$ cat config.mk
export PLATFORM = sky130hd
export DESIGN_NAME = char_render_ctrl_flat
export DESIGN_NICKNAME = d
export VERILOG_FILES = /design/src/rtl/char_render_ctrl_if.sv /design/src/rtl/char_render_ctrl.sv /design/src/flat_wrapper.sv
export SDC_FILE = /design/constraint.sdc
export NUM_CORES = 1
export LEC_CHECK = 0
export CORE_ASPECT_RATIO = 0.7
export CORE_MARGIN = 2
export CORE_UTILIZATION = 39
export CTS_CLUSTER_DIAMETER = 60
export DETAILED_ROUTE_END_ITERATION = 16
export GPL_TIMING_DRIVEN = 0
export PLACE_DENSITY = 0.77
export SYNTH_ARGS = -nofsm -noshare
export SYNTH_HDL_FRONTEND = slang
export SYNTH_SLANG_ARGS = --single-unit
$ cat constraint.sdc
create_clock -name clk -period 3.5 [get_ports clk]
set_input_delay 0.875 -clock clk [delete_from_list [all_inputs] [get_ports clk]]
set_output_delay 0.875 -clock clk [all_outputs]
set_load 0.02 [all_outputs]
$ cat src/rtl/char_render_ctrl_if.sv
// Signal bundle between the character renderer and its timing source, text RAM,
// font ROM, cursor registers and video sink.
interface char_render_ctrl_if;
  logic [9:0]  h_cnt, v_cnt;
  logic        de_in, hsync_in, vsync_in;
  logic [11:0] text_addr;
  logic [7:0]  text_data;
  logic [11:0] char_address;
  logic [7:0]  data_rom;
  logic [6:0]  cursor_col;
  logic [4:0]  cursor_row;
  logic        cursor_en;
  logic        pix_out, de_out, hsync_out, vsync_out;

  modport master (
    output h_cnt, v_cnt, de_in, hsync_in, vsync_in, text_data, data_rom,
           cursor_col, cursor_row, cursor_en,
    input  text_addr, char_address, pix_out, de_out, hsync_out, vsync_out
  );

  modport slave (
    input  h_cnt, v_cnt, de_in, hsync_in, vsync_in, text_data, data_rom,
           cursor_col, cursor_row, cursor_en,
    output text_addr, char_address, pix_out, de_out, hsync_out, vsync_out
  );
endinterface

$ cat src/rtl/char_render_ctrl.sv
// Text-mode character renderer: cell lookup -> font fetch -> pixel select,
// three registered stages, with a frame-counted blinking underline cursor.
module char_render_ctrl #(
  parameter int COLS         = 80,
  parameter int ROWS         = 30,
  parameter int BLINK_FRAMES = 30
) (
  input  logic          clk,
  input  logic          rst_n,
  char_render_ctrl_if.slave bus
);
  localparam int STAGES = 3;
  localparam int CW     = (BLINK_FRAMES > 1) ? $clog2(BLINK_FRAMES) : 1;

  typedef enum logic {SHOW, HIDE} blink_e;
  typedef struct packed { logic de; logic hs; logic vs; } sync_t;
  typedef struct packed { logic [2:0] x; logic [3:0] line; logic cur; logic oob; } s1_t;
  typedef struct packed { logic [7:0] font; logic [2:0] x; logic [3:0] line; logic cur; } s2_t;

  logic [6:0]  col;
  logic [4:0]  row;
  logic        oob;
  logic [11:0] lin_addr;
  sync_t                sb_in;
  sync_t [STAGES:1]     sb_d, sb_q;
  s1_t         s1_d, s1_q;
  s2_t         s2_d, s2_q;
  logic        hit, pix_d, pix_q;
  logic        vs_d, vs_q, vs_rise, wrap;
  logic [CW-1:0] cnt_d, cnt_q;
  blink_e      state_q;
  logic        blink_q;

  // Stage 0: cell coordinates and text-buffer address.
  always_comb begin
    col      = bus.h_cnt[9:3];
    row      = bus.v_cnt[8:4];
    oob      = (int'(col) >= COLS) || (int'(row) >= ROWS);
    lin_addr = 12'(int'(row) * COLS + int'(col));
    sb_in    = '{de: bus.de_in, hs: bus.hsync_in, vs: bus.vsync_in};
    s1_d      = '0;
    s1_d.x    = bus.h_cnt[2:0];
    s1_d.line = bus.v_cnt[3:0];
    s1_d.cur  = (col == bus.cursor_col) && (row == bus.cursor_row);
    s1_d.oob  = oob;
  end

  assign bus.text_addr    = oob ? 12'd0 : lin_addr;
  // RAM returns the code during stage 1, so the ROM lookup happens there.
  assign bus.char_address = {bus.text_data, s1_q.line};

  always_comb begin
    s2_d      = '0;
    s2_d.font = s1_q.oob ? 8'd0 : bus.data_rom;
    s2_d.x    = s1_q.x;
    s2_d.line = s1_q.line;
    s2_d.cur  = s1_q.cur;
    sb_d      = {sb_q[STAGES-1:1], sb_in};
    hit       = bus.cursor_en & blink_q & s2_q.cur & (s2_q.line >= 4'd14);
    pix_d     = sb_q[2].de & (s2_q.font[3'd7 - s2_q.x] ^ hit);
  end

  // Frame counter advances on vsync rising edges regardless of cursor_en.
  always_comb begin
    vs_d    = bus.vsync_in;
    vs_rise = bus.vsync_in & ~vs_q;
    wrap    = vs_rise && (cnt_q == CW'(BLINK_FRAMES - 1));
    cnt_d   = cnt_q;
    if (wrap)         cnt_d = '0;
    else if (vs_rise) cnt_d = cnt_q + CW'(1);
  end

  always_ff @(posedge clk or negedge rst_n) begin
    if (!rst_n) begin
      s1_q  <= '0;
      s2_q  <= '0;
      sb_q  <= '0;
      pix_q <= 1'b0;
      vs_q  <= 1'b0;
      cnt_q <= '0;
    end else begin
      s1_q  <= s1_d;
      s2_q  <= s2_d;
      sb_q  <= sb_d;
      pix_q <= pix_d;
      vs_q  <= vs_d;
      cnt_q <= cnt_d;
    end
  end

  always_ff @(posedge clk or negedge rst_n) begin
    if (!rst_n) begin
      state_q <= SHOW;
      blink_q <= 1'b1;
    end else if (wrap) begin
      case (state_q)
        SHOW:    begin state_q <= HIDE; blink_q <= 1'b0; end
        default: begin state_q <= SHOW; blink_q <= 1'b1; end
      endcase
    end
  end

  assign bus.pix_out   = pix_q;
  assign bus.de_out    = sb_q[STAGES].de;
  assign bus.hsync_out = sb_q[STAGES].hs;
  assign bus.vsync_out = sb_q[STAGES].vs;
endmodule

$ cat src/flat_wrapper.sv
// flat-port wrapper written by rule: the top's interface ports become plain ports
module char_render_ctrl_flat 
#(
  parameter int COLS         = 80,
  parameter int ROWS         = 30,
  parameter int BLINK_FRAMES = 30
)
  (clk, rst_n, bus_h_cnt, bus_v_cnt, bus_de_in, bus_hsync_in, bus_vsync_in, bus_text_data, bus_data_rom, bus_cursor_col, bus_cursor_row, bus_cursor_en, bus_text_addr, bus_char_address, bus_pix_out, bus_de_out, bus_hsync_out, bus_vsync_out);
  char_render_ctrl_if bus_i ();
  input  logic clk;
  input  logic rst_n;
  input wire logic [$bits(bus_i.h_cnt)-1:0] bus_h_cnt;
  input wire logic [$bits(bus_i.v_cnt)-1:0] bus_v_cnt;
  input wire logic [$bits(bus_i.de_in)-1:0] bus_de_in;
  input wire logic [$bits(bus_i.hsync_in)-1:0] bus_hsync_in;
  input wire logic [$bits(bus_i.vsync_in)-1:0] bus_vsync_in;
  input wire logic [$bits(bus_i.text_data)-1:0] bus_text_data;
  input wire logic [$bits(bus_i.data_rom)-1:0] bus_data_rom;
  input wire logic [$bits(bus_i.cursor_col)-1:0] bus_cursor_col;
  input wire logic [$bits(bus_i.cursor_row)-1:0] bus_cursor_row;
  input wire logic [$bits(bus_i.cursor_en)-1:0] bus_cursor_en;
  output wire logic [$bits(bus_i.text_addr)-1:0] bus_text_addr;
  output wire logic [$bits(bus_i.char_address)-1:0] bus_char_address;
  output wire logic [$bits(bus_i.pix_out)-1:0] bus_pix_out;
  output wire logic [$bits(bus_i.de_out)-1:0] bus_de_out;
  output wire logic [$bits(bus_i.hsync_out)-1:0] bus_hsync_out;
  output wire logic [$bits(bus_i.vsync_out)-1:0] bus_vsync_out;
  assign bus_i.h_cnt = bus_h_cnt;
  assign bus_i.v_cnt = bus_v_cnt;
  assign bus_i.de_in = bus_de_in;
  assign bus_i.hsync_in = bus_hsync_in;
  assign bus_i.vsync_in = bus_vsync_in;
  assign bus_i.text_data = bus_text_data;
  assign bus_i.data_rom = bus_data_rom;
  assign bus_i.cursor_col = bus_cursor_col;
  assign bus_i.cursor_row = bus_cursor_row;
  assign bus_i.cursor_en = bus_cursor_en;
  assign bus_text_addr = bus_i.text_addr;
  assign bus_char_address = bus_i.char_address;
  assign bus_pix_out = bus_i.pix_out;
  assign bus_de_out = bus_i.de_out;
  assign bus_hsync_out = bus_i.hsync_out;
  assign bus_vsync_out = bus_i.vsync_out;
  char_render_ctrl #(.COLS(COLS), .ROWS(ROWS), .BLINK_FRAMES(BLINK_FRAMES)) u_core (.clk(clk), .rst_n(rst_n), .bus(bus_i));
endmodule
run_1/m1.png
Bar = 20 µm. Supply wires on this layer in gray.
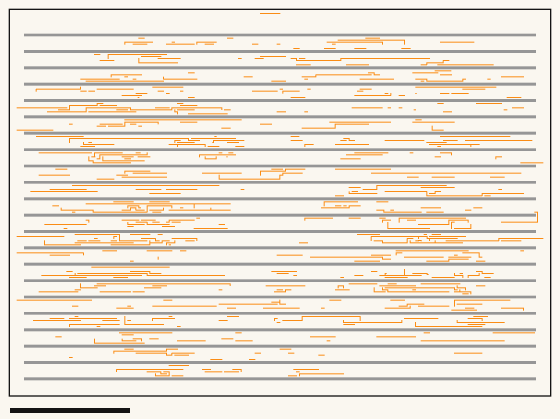
The layer holds 47% of the routed length. The wires run mostly horizontal. 265 nets have wire on it. The layer carries 1870 µm of wire.

run_1/m2.png
Bar = 20 µm.
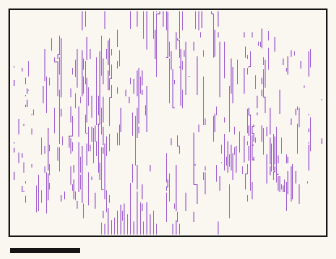
The longest straight run is 21.4 µm. The layer carries 1820 µm of wire. 270 nets have wire on it.

run_1/m3.png
Cells faint in the background.
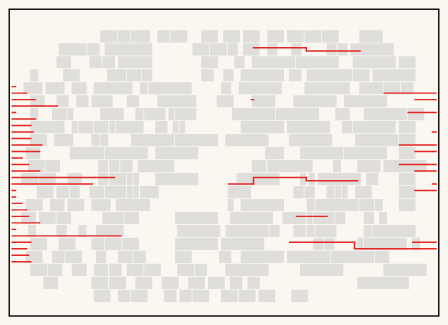
The layer holds 7.4% of the routed length. The longest straight run is 22.8 µm. 41 nets have wire on it.

==> run summary, run 1 <==
Flow results are below.

- The run finished, with violations left.
- The final reports fail on negative setup slack.
- After Yosys synthesis, XOR and XNOR cells account for between 8 and 9% of the synthesized area.
- The met2 layer usage reported by global route is between 20% and 30%, for reference.
- The capture endpoint of the worst hold path is u_core.bus.hsync_out, for reference.
- The number of setup violations in the final report is 3, for reference.
- TritonCTS built the clock tree.
- The global-route wire length before repair is about 6.8 mm, for reference.
- After layout, the clock buffer instance count stands at 7.
- The tapcell count is 69, for reference.
- The remaining global-route overflow is 0, for reference.
- The synthesized area divided by synthesized cell count is 12.3 µm², for reference.
- Per the OpenROAD floorplan log, the area of the core is ~4900 µm².
- Per the Yosys statistics, synthesis produced between 150 and 200 cells.
- The wire length on met2 is 1.82 mm, for reference.
- The layout inverter count without the clock tree is 8, for reference.
- In the finished design the tool counted flip-flops and latches totalling 41.
- Hold repair after CTS inserted 0 buffers.
- The pre-antenna-repair detailed-routing pass consisted of 4 iterations.
- The met1 wire length is roughly 1.9 mm, for reference.
- The netlist area before placement is between 2000 and 2500 µm², for reference.
- The area fraction in full adders, half adders and majority gates is between 8 and 9%, for reference.
- The number of cell rows is 21, for reference.
- met3 track demand over resource after global routing is about 6%.
- The required time of the worst setup path is around 2.6 ns, for reference.
- The setup slack of the worst register-to-register path is 1.97 ns, for reference.
- The weighted congestion at the end of routability-driven global placement is 0.794, for reference.
- The instance tally after logic synthesis is roughly 160, for reference.
- The total non-filler cell area in the finished layout is between 3000 and 4000 µm², for reference.
- OpenSTA, run right after detailed placement, puts the worst setup slack at -1.27 ns.
- The wire length after detailed routing is 4.01 mm, for reference.
- The max-cap check violation count is 0, for reference.
- The post-CTS repair timing setup buffer count is 3, for reference.
- Per the skew report, the later register of the worst-skew pair sees a clock latency of a little under 0.3 ns.
- The busiest layer in global routing is met2, for reference.
- The count of nets left with antenna violations once routing finished came out at 0.
- Looking at the reg2reg group, the worst path starts from u_core.cnt_q[1].
- The synthesized netlist contains 36 unique library cells.
- The worst hold path cell count is 0, for reference.
- Signal nets in the final route climb as high as met4.
- The via count of the first global-routing pass is roughly 1500.
- The initial antenna violation count is 0.
- The worst path setup slack after routing is -0.144 ns, for reference.
- The number of violations reported at the end of detailed-routing iteration 0 is approximately 43, for reference.
- The most frequently used library cell after synthesis is dfrtp_1.
- After Yosys synthesis, AND-OR and OR-AND compound gates account for roughly 6.3% of the synthesized area.
- The multi-input logic portion of the cell area is around a third, for reference.
- The cell count of the worst reg-to-reg path is 5, for reference.
- The script extracted a total leakage power of around 0.0014 µW.
- In this design, the critical path's most frequently occurring cell is ha_4.
- The register with the most flip-flops is u_core.s2_q, for reference.
- For this design, the sink count on the clock tree is 41.
- At the end of the flow the core is filled with cells to a little under two thirds.
- During I/O placement, the number of pins put on the boundary was between 80 and 90.
- around 100 cells are multi-input combinational gates.
- The register with the most flip-flops in the layout has 15 of them.
- In the synthesized netlist the async set-or-reset flop fraction comes to 100%.
- The number of nets in the synthesized netlist is 230.
- The post-synth count of flops with an enable pin is 0.
- The tightest min-delay check is of the flop to flop type.
- The number of synthesis warnings is 0, for reference.
- The share of final layout cell area taken by non-clock buffers is 27.3%, for reference.
- STA classifies the critical path startpoint as an input port.
- After synthesis, the largest family of logic cells by area is simple AND/OR/NAND/NOR gates.
- Sequential elements use between 50% and 60% of the synthesized area.
==> run 1: layout by cell type, fill, tap and decap left out, drive strengths merged, types with 2 or more instances in the layout <==
cell type	count
buf	26
a21oi	2
inv	8
clkbuf	8
ha	11
o21ai	9
nand2b	3
nor2	5
and2	2
nor2b	12
clkdlybuf4s50	57
dlygate4sd2	4
xnor2	14
dfrtp	40
xor2	4
mux4	2
nand2	4
nand4	6
and3	6
fa	2
nor3	5
a21o	3
==> run 1: worst max-delay path: cells and delay by family <==
kind / cells / cell delay, ns
simple gates: 2 / 0.66
buf+inv: 3 / 0.29
fa+ha+maj: 3 / 0.82
compound gates: 1 / 0.11
==> run 1: power breakdown <==
group | internal (µW) | switching, µW
Combinational | 196 | 162
Clock | 232 | 147
Sequential | 519 | 33.6
Total | 948 | 343
==> run 2, diff against run 1 <==
--- a/config.mk
+++ b/config.mk
@@ -7,11 +7,11 @@
 export LEC_CHECK = 0
 export CORE_ASPECT_RATIO = 0.7
 export CORE_MARGIN = 2
-export CORE_UTILIZATION = 39
+export CORE_UTILIZATION = 45
 export CTS_CLUSTER_DIAMETER = 60
 export DETAILED_ROUTE_END_ITERATION = 16
 export GPL_TIMING_DRIVEN = 0
-export PLACE_DENSITY = 0.77
+export PLACE_DENSITY = 0.83
 export SYNTH_ARGS = -nofsm -noshare
 export SYNTH_HDL_FRONTEND = slang
 export SYNTH_SLANG_ARGS = --single-unit
==> constraint.sdc (replaced) <==
create_clock -name clk -period 4.5 [get_ports clk]
set_input_delay 1.125 -clock clk [delete_from_list [all_inputs] [get_ports clk]]
set_output_delay 1.125 -clock clk [all_outputs]
set_load 0.02 [all_outputs]
==> run 2 against run 1 <==
First-iteration DRC count grew 9.3%; worst setup slack better by 0.21 ns; final cell count shrank 6.0%; critical path type unchanged; synthesized cell count is the same; hold slack better by 0.00060 ns; the run now ends clean; design area is 6.9% lower; register-to-register slack gained 1.0 ns; non-clock buffer count fell by 5; combinational power decreased by 32%; via count is 0.83% higher; global-route usage up 2.7 points; sequential cell count did not move.
==> run summary, run 2 <==
Flow results are below.

- The weighted congestion at the end of routability-driven global placement is 0.885 (+11%).
- The total non-filler cell area in the finished layout came to 2900 µm² (-6.9%).
- The power in combinational cells was 245 µW (-32%).
- The wire length after detailed routing was 3.95 mm (-1.4%).
- The worst hold path cell count is 0 (unchanged), for reference.
- The share of final layout cell area taken by non-clock buffers is 27.1% (-0.18 points), for reference.
- The switching part of the total is 28.7% (+2.1 points), for reference.
- The count of hold-fix buffers inserted at cts is 0 (unchanged), for reference.
- The layout inverter count without the clock tree is 8 (unchanged), for reference.
- The setup slack of the worst register-to-register path is 2.98 ns (+1.01 ns), for reference.
- The remaining global-route overflow is 0 (unchanged), for reference.
- The placeable core region came to 4300 µm² (-11%).
- The number of distinct library cells after synthesis is 36 (unchanged), for reference.
- The met3 layer usage reported by global route is 5.80% (-0.095 points), for reference.
- The highest layer used for signal routing is met4, for reference.
- The wire length on met2 is 1.88 mm (+3.2%).
- The global-route wire length before repair is 6.67 mm (-2.0%), for reference.
- The xor and xnor area share after synthesis is 8.98% (unchanged), for reference.
- The I/O pin total is 82 (unchanged), for reference.
- The classification of the worst-slack hold path is flop to flop, for reference.
- The number of flops mapped to enable cells by yosys is 0 (unchanged).
- The compound-gate portion of the synthesized area is 6.30% (unchanged), for reference.
- The area fraction in full adders, half adders and majority gates came to 8.86% (unchanged).
- The post-synth net total is 230 (unchanged), for reference.
- The count of instantiated cells in the yosys netlist is 163 (unchanged), for reference.
- The max-cap check violation count is 0 (unchanged), for reference.
- The netlist area before placement was 2010 µm² (unchanged).
- The met1 wire length is 1.74 mm (-7.1%).
- In the layout the commonest cells are clkdlybuf4s50_1, dfrtp_1, xnor2_1.
- The insertion delay of the later-clocked pin in the worst-skew pair is 0.28 ns (about the same), for reference.
- Per report_power, the top consumer among the power groups is sequential cells.
- By instance count, the leading cell after synthesis is dfrtp_1.
- The cell count of the worst reg-to-reg path is 5 (unchanged), for reference.
- The sequential-to-total area share from yosys stat came to 51.2% (unchanged).
- The via count of the first global-routing pass is 1498 (+1.8%).
- The instance tally after logic synthesis came to 163 (unchanged).
- The register with the most flip-flops is u_core.s2_q, for reference.
- The number of setup violations in the final report came to 0 (-3).
- The power of the clock network was 228 µW (-40%).
- The number of violations reported at the end of detailed-routing iteration 0 is 47 (+9.3%), for reference.
- The power drawn by the sequential cells was 430 µW (-22%).
- The run finished with clean final reports.
- The worst path setup slack after routing is 0.0680 ns (+0.212 ns).
- The highest-count logic cell in the final layout is clkdlybuf4s50_1, for reference.
- The synthesized area divided by synthesized cell count is 12.3 µm² (unchanged), for reference.
- The flop count is 41 (unchanged).
- The number of clock sinks seen by CTS is 41 (unchanged).
- The tally of clock buffers in the finished layout was 6 (-1).
- The required time of the worst setup path is 3.38 ns (+0.76 ns), for reference.
- The multi-input logic portion of the cell area is 30.9% (-1.2 points).
- The number of antenna-violating nets in the routed design is 0 (unchanged), for reference.
- The number of flip-flops in the largest register is 15 (unchanged).
- The static leakage power is 0.00129 µW (-4.8%), for reference.
- The dominant kind of combinational cell is simple AND/OR/NAND/NOR gates, for reference.
==> run 2: cell count changes in the layout (fill, tap and decap cells not counted), sizes merged <==
cell           delta
clkdlybuf4s50     +3
bufinv            -1
clkbuf            -1
dlymetal6s2s      +1
buf               -9
clkinvlp          +2
==> run 2: what timing repair did <==
| action | in CTS | in global routing |
|---|---|---|
| endpoints found under the setup margin | 5 | 4 |
| setup buffers | 0 | 0 |
| pin swaps | 2 | 2 |
| resized | 30 | 6 |
| cloned | 0 | 0 |
==> run 2: worst max-delay path, stage by stage <==
cell and delay, ns:
dlygate4sd2_1 0.28, ha_1 0.21, ha_1 0.19, inv_1 0.07, fa_2 0.46, nand2b_4 0.17, or4_1 0.49, o22ai_2 0.16
buf_6 0.14
run_2/clock_wires.png
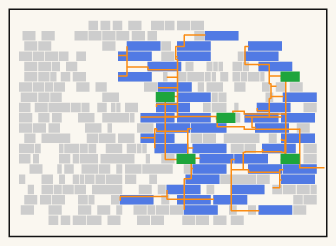
Key: orange = clock wires [length 405 µm]; green = clock-net drivers [count 5]; blue = flip-flops [count 41]
There are 6 routed clock nets.

run_2/congestion_map.png
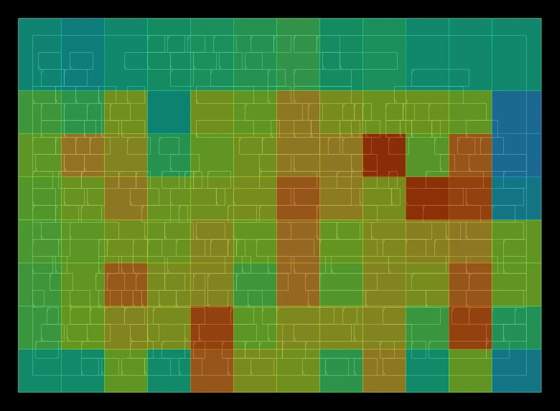
utilization of the core after routing: 67.3%
most heavily used metal layer in global routing: met2
routed wire length per instance: 13.3 µm
met2 capacity usage during global routing: 29.8%
Tot GR Track Use: 17.6%

Power and IR drop assume default switching activity.
